===== src/rtl/serial_xfer_ctrl.sv =====
// serial_xfer_ctrl
//   Transaction sequencer for the 3-wire serial controller. It frames 1..MAX_WORDS
//   words under a chip select, feeds the serial block one parallel word at a time,
//   follows its next-word / word-finished pulses and collects the received words.
//
// Ports
//   in_clk            main clock
//   in_rst            asynchronous reset, active low
//   in_start          start a transaction (only looked at in Idle)
//   in_num_words      words in this transaction, latched at start (clamped to MAX_WORDS)
//   in_tx_data        tx words, word k at [k*BITS +: BITS], latched at start
//   out_rx_data       received words, same packing; unused words keep old contents
//   out_busy          high in every state except Idle
//   out_done          one-cycle pulse at the end of a transaction
//   out_cs            chip select to the slave IC (active level CS_ACTIVE)
//   out_ser_enable    -> serial in_enable
//   out_ser_parallel  -> serial in_parallel
//   in_ser_ready      <- serial out_ready          (serial clock domain)
//   in_ser_next_word  <- serial out_next_word      (serial clock domain)
//   in_ser_word_fin   <- serial out_word_finished  (serial clock domain)
//   in_ser_parallel   <- serial out_parallel, sampled only on the word-finished event
module serial_xfer_ctrl #(
    parameter int unsigned BITS            = 8,
    parameter int unsigned MAX_WORDS       = 4,
    parameter int unsigned CS_SETUP_CYCLES = 16,
    parameter int unsigned CS_HOLD_CYCLES  = 16,
    parameter bit          CS_ACTIVE       = 1'b0
) (
    input  logic                             in_clk,
    input  logic                             in_rst,
    input  logic                             in_start,
    input  logic [$clog2(MAX_WORDS+1)-1:0]   in_num_words,
    input  logic [MAX_WORDS*BITS-1:0]        in_tx_data,
    output logic [MAX_WORDS*BITS-1:0]        out_rx_data,
    output logic                             out_busy,
    output logic                             out_done,
    output logic                             out_cs,
    output logic                             out_ser_enable,
    output logic [BITS-1:0]                  out_ser_parallel,
    input  logic                             in_ser_ready,
    input  logic                             in_ser_next_word,
    input  logic                             in_ser_word_fin,
    input  logic [BITS-1:0]                  in_ser_parallel
);

    localparam int unsigned CW      = $clog2(MAX_WORDS + 1);
    localparam int unsigned CNT_MAX = (CS_SETUP_CYCLES > CS_HOLD_CYCLES) ? CS_SETUP_CYCLES
                                                                          : CS_HOLD_CYCLES;
    localparam int unsigned TW      = $clog2(CNT_MAX + 1);

    typedef enum logic [2:0] {
        S_IDLE,
        S_CS_SETUP,
        S_TRANSFER,
        S_CS_HOLD,
        S_DONE
    } state_t;

    state_t                      state, state_nx;
    logic [TW-1:0]               phase_cnt, phase_cnt_nx;
    logic [CW-1:0]               word_count, word_count_nx;
    logic [CW-1:0]               tx_idx, tx_idx_nx;
    logic [CW-1:0]               rx_idx, rx_idx_nx;
    logic [MAX_WORDS*BITS-1:0]   tx_buf, tx_buf_nx;
    logic [MAX_WORDS*BITS-1:0]   rx_data_nx;
    logic [BITS-1:0]             ser_par_nx;
    logic                        ser_en_nx;
    logic                        cs_nx;
    logic                        done_nx;

    // Serial-domain handshakes: 2-FF synchronisers, then rising-edge detect on the pulses.
    logic [1:0] ready_sync, next_sync, fin_sync;
    logic       next_prev, fin_prev;
    logic       next_ev, fin_ev;

    always_ff @(posedge in_clk or negedge in_rst) begin
        if (!in_rst) begin
            ready_sync <= '0;
            next_sync  <= '0;
            fin_sync   <= '0;
            next_prev  <= 1'b0;
            fin_prev   <= 1'b0;
        end else begin
            ready_sync <= {ready_sync[0], in_ser_ready};
            next_sync  <= {next_sync[0], in_ser_next_word};
            fin_sync   <= {fin_sync[0], in_ser_word_fin};
            next_prev  <= next_sync[1];
            fin_prev   <= fin_sync[1];
        end
    end

    assign next_ev  = next_sync[1] & ~next_prev;
    assign fin_ev   = fin_sync[1] & ~fin_prev;
    assign out_busy = (state != S_IDLE);

    always_ff @(posedge in_clk or negedge in_rst) begin
        if (!in_rst) begin
            state            <= S_IDLE;
            phase_cnt        <= '0;
            word_count       <= '0;
            tx_idx           <= '0;
            rx_idx           <= '0;
            tx_buf           <= '0;
            out_rx_data      <= '0;
            out_ser_parallel <= '0;
            out_ser_enable   <= 1'b0;
            out_cs           <= ~CS_ACTIVE;
            out_done         <= 1'b0;
        end else begin
            state            <= state_nx;
            phase_cnt        <= phase_cnt_nx;
            word_count       <= word_count_nx;
            tx_idx           <= tx_idx_nx;
            rx_idx           <= rx_idx_nx;
            tx_buf           <= tx_buf_nx;
            out_rx_data      <= rx_data_nx;
            out_ser_parallel <= ser_par_nx;
            out_ser_enable   <= ser_en_nx;
            out_cs           <= cs_nx;
            out_done         <= done_nx;
        end
    end

    always_comb begin
        state_nx      = state;
        phase_cnt_nx  = phase_cnt;
        word_count_nx = word_count;
        tx_idx_nx     = tx_idx;
        rx_idx_nx     = rx_idx;
        tx_buf_nx     = tx_buf;
        rx_data_nx    = out_rx_data;
        ser_par_nx    = out_ser_parallel;
        ser_en_nx     = out_ser_enable;
        cs_nx         = out_cs;
        done_nx       = 1'b0;

        case (state)
            S_IDLE: begin
                if (in_start) begin
                    if (in_num_words == '0) begin
                        state_nx = S_DONE;
                    end else begin
                        word_count_nx = (in_num_words > CW'(MAX_WORDS)) ? CW'(MAX_WORDS)
                                                                        : in_num_words;
                        tx_buf_nx     = in_tx_data;
                        tx_idx_nx     = '0;
                        rx_idx_nx     = '0;
                        ser_par_nx    = in_tx_data[BITS-1:0];
                        cs_nx         = CS_ACTIVE;
                        phase_cnt_nx  = '0;
                        state_nx      = S_CS_SETUP;
                    end
                end
            end

            S_CS_SETUP: begin
                if (phase_cnt == TW'(CS_SETUP_CYCLES - 1)) begin
                    phase_cnt_nx = '0;
                    ser_en_nx    = 1'b1;
                    state_nx     = S_TRANSFER;
                end else begin
                    phase_cnt_nx = phase_cnt + TW'(1);
                end
            end

            S_TRANSFER: begin
                // next_word marks the serial block having taken the current word; the
                // following word must be presented before that one finishes shifting.
                if (next_ev) begin
                    if (tx_idx == word_count - CW'(1)) begin
                        ser_en_nx = 1'b0;
                    end else begin
                        tx_idx_nx = tx_idx + CW'(1);
                        for (int unsigned k = 0; k < MAX_WORDS; k++) begin
                            if (tx_idx + CW'(1) == CW'(k)) begin
                                ser_par_nx = tx_buf[k*BITS +: BITS];
                            end
                        end
                    end
                end
                // Independent of next_ev so that coincident events are both applied.
                if (fin_ev && (rx_idx < word_count)) begin
                    for (int unsigned k = 0; k < MAX_WORDS; k++) begin
                        if (rx_idx == CW'(k)) begin
                            rx_data_nx[k*BITS +: BITS] = in_ser_parallel;
                        end
                    end
                    rx_idx_nx = rx_idx + CW'(1);
                end
                if ((rx_idx == word_count) && ready_sync[1]) begin
                    phase_cnt_nx = '0;
                    state_nx     = S_CS_HOLD;
                end
            end

            S_CS_HOLD: begin
                if (phase_cnt == TW'(CS_HOLD_CYCLES - 1)) begin
                    phase_cnt_nx = '0;
                    cs_nx        = ~CS_ACTIVE;
                    state_nx     = S_DONE;
                end else begin
                    phase_cnt_nx = phase_cnt + TW'(1);
                end
            end

            S_DONE: begin
                done_nx  = 1'b1;
                state_nx = S_IDLE;
            end

            default: begin
                state_nx = S_IDLE;
            end
        endcase
    end

endmodule


===== config.mk =====
export PLATFORM = sky130hd
export DESIGN_NAME = serial_xfer_ctrl
export DESIGN_NICKNAME = d
export VERILOG_FILES = /design/src/rtl/serial_xfer_ctrl.sv
export SDC_FILE = /design/constraint.sdc
export NUM_CORES = 1
export LEC_CHECK = 0
export ABC_AREA = 1
export CORE_ASPECT_RATIO = 1.2
export CORE_MARGIN = 2
export CORE_UTILIZATION = 52
export DETAILED_ROUTE_END_ITERATION = 10
export GPL_TIMING_DRIVEN = 0
export PLACE_DENSITY_LB_ADDON = 0.1
export SYNTH_ARGS = -nofsm -noshare
export SYNTH_HDL_FRONTEND = slang
export SYNTH_SLANG_ARGS = --single-unit

===== constraint.sdc =====
create_clock -name in_clk -period 2.46 [get_ports in_clk]
set_clock_uncertainty 0.15 [all_clocks]
set_input_delay 0.738 -clock in_clk [delete_from_list [all_inputs] [get_ports in_clk]]
set_output_delay 0.738 -clock in_clk [all_outputs]
set_load 0.005 [all_outputs]

**Signal wires on met1**

Supply wires on this layer in grey.
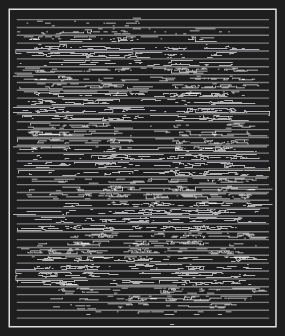
wire length on this layer: 4,620 um
longest straight run: 26.7 um
share of all routed wire: 43%
nets with wire on the layer: 638
main direction: horizontal

**The metal 2 layer**

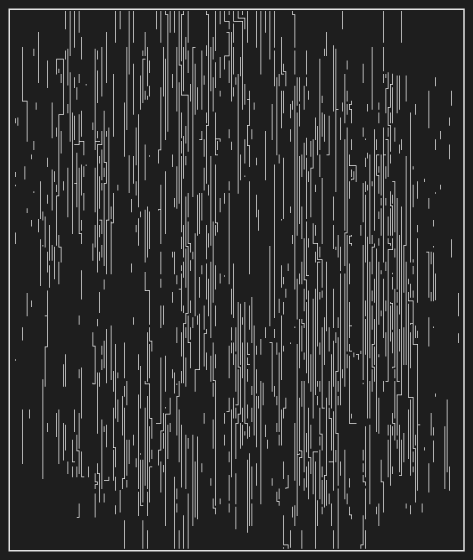
share of all routed wire: 50%
nets with wire on the layer: 580
longest straight run: 41.1 um
main direction: vertical

==> impl_metrics.tcl <==
# yosys + openroad results
set metrics [dict create \
    total_power_mw 6.87 \
    grt_max_degree 59 \
    wl_um 10800 \
    max_slew_margin 0.623 \
    synthMuxAreaShare 0 \
    area_delta_synth_final_pct 27.1 \
    setup-tns-final_ps 0 \
    combPwrFrac 0.466 \
    path_clk_slew_ps 100 \
    clockBufferCount 9 \
    hold_class "in2async" \
    fin_nets 733 \
    cp.arrival_ps 1490 \
    drive_above_1_share 0.0964 \
    tightest_slew_ps 566 \
    final_cells 794 \
    drc 0 \
    total_leakage_power_nw 3.11 \
    dpl_cell_area_um2 5910 \
    seqPwrFrac 0.380 \
    die_w_um 91.8 \
    critPathKind "reg2out" \
    grt_usage 0.234 \
    crit_path_top_delay_cell "clkdlybuf4s50_1" \
    status "completed" \
    r2r_end "out_ser_parallel[4]$_DFFE_PN0P_" \
    fin_crit_ps 2380 \
    ir_drop_mv 0.552 \
    viasPerCell 4.92 \
    antenna_found_initial 0 \
    power_leader "combinational logic" \
    clockBufferDepth 2 \
    nNonClkBuffers 110 \
    adder_share 0.0390 \
    wire_per_inst_um 13.6 \
    synth_flops 100 \
]
**Metal 3**

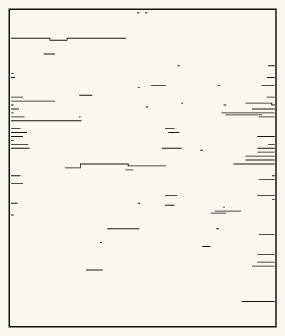
wire length on this layer: 405 um
longest straight run: 24.1 um

[worst max path at each step]
stage | cells after the start | end | slack (ps)
finish | 3 | out_busy | 80
global route | 3 | out_busy | 10
CTS | 3 | out_busy | 60
detailed placement | 7 | tx_buf[12]$_DFFE_PN0P_ | -50
global placement | 1 | out_rx_data[22]$_DFFE_PN0P_ | -3090
floorplan | 7 | tx_buf[10]$_DFFE_PN0P_ | 610
[worst max-delay path, delay by kind of cell (launching register included)]
kind,cells,cell delay [ps]
buf+inv,2,600
flops,1,450
simple gates,1,90
[synth_stat cells]
master	instances	area share
or2_1	1	0.0013
xnor2_1	1	0.0018
nand3_2	1	0.0021
a32o_1	1	0.0021
nand3b_4	1	0.0042
nand2_2	4	0.0052
nand3b_1	2	0.0031
inv_2	3	0.0023
nand4_2	1	0.0026
dfrtp_1	99	0.51
buf_6	3	0.0070
dfstp_2	1	0.0055
nor3_2	1	0.0021
ha_1	15	0.039
inv_1	64	0.050
o21ai_1	24	0.025
o22ai_1	2	0.0026
nor3_1	2	0.0021
clkinv_8	1	0.0034
nand4_1	1	0.0013
buf_2	6	0.0062
o21a_1	1	0.0016
nor3_4	1	0.0034
or2_2	2	0.0026
nand2_4	4	0.0094
inv_4	1	0.0013
nor2_4	2	0.0047
nand4_4	3	0.013
a21boi_2	1	0.0023
a21oi_1	3	0.0031
clkbuf_1	1	0.00078
nor2_1	8	0.0062
buf_4	6	0.0094
o21bai_1	1	0.0016
nor2_2	1	0.0013
nand3_4	2	0.0073
nand2_1	215	0.17
nand3_1	37	0.038
o21ai_0	41	0.043
[state kept, by name, summed over array words and instances, names as in the netlist, 2 cells and up]
register	cells
out_rx_data	32
tx_buf	32
out_ser_parallel	8
phase_cnt	5
rx_idx	3
state	3
tx_idx	3
word_count	3
fin_sync	2
next_sync	2
ready_sync	2
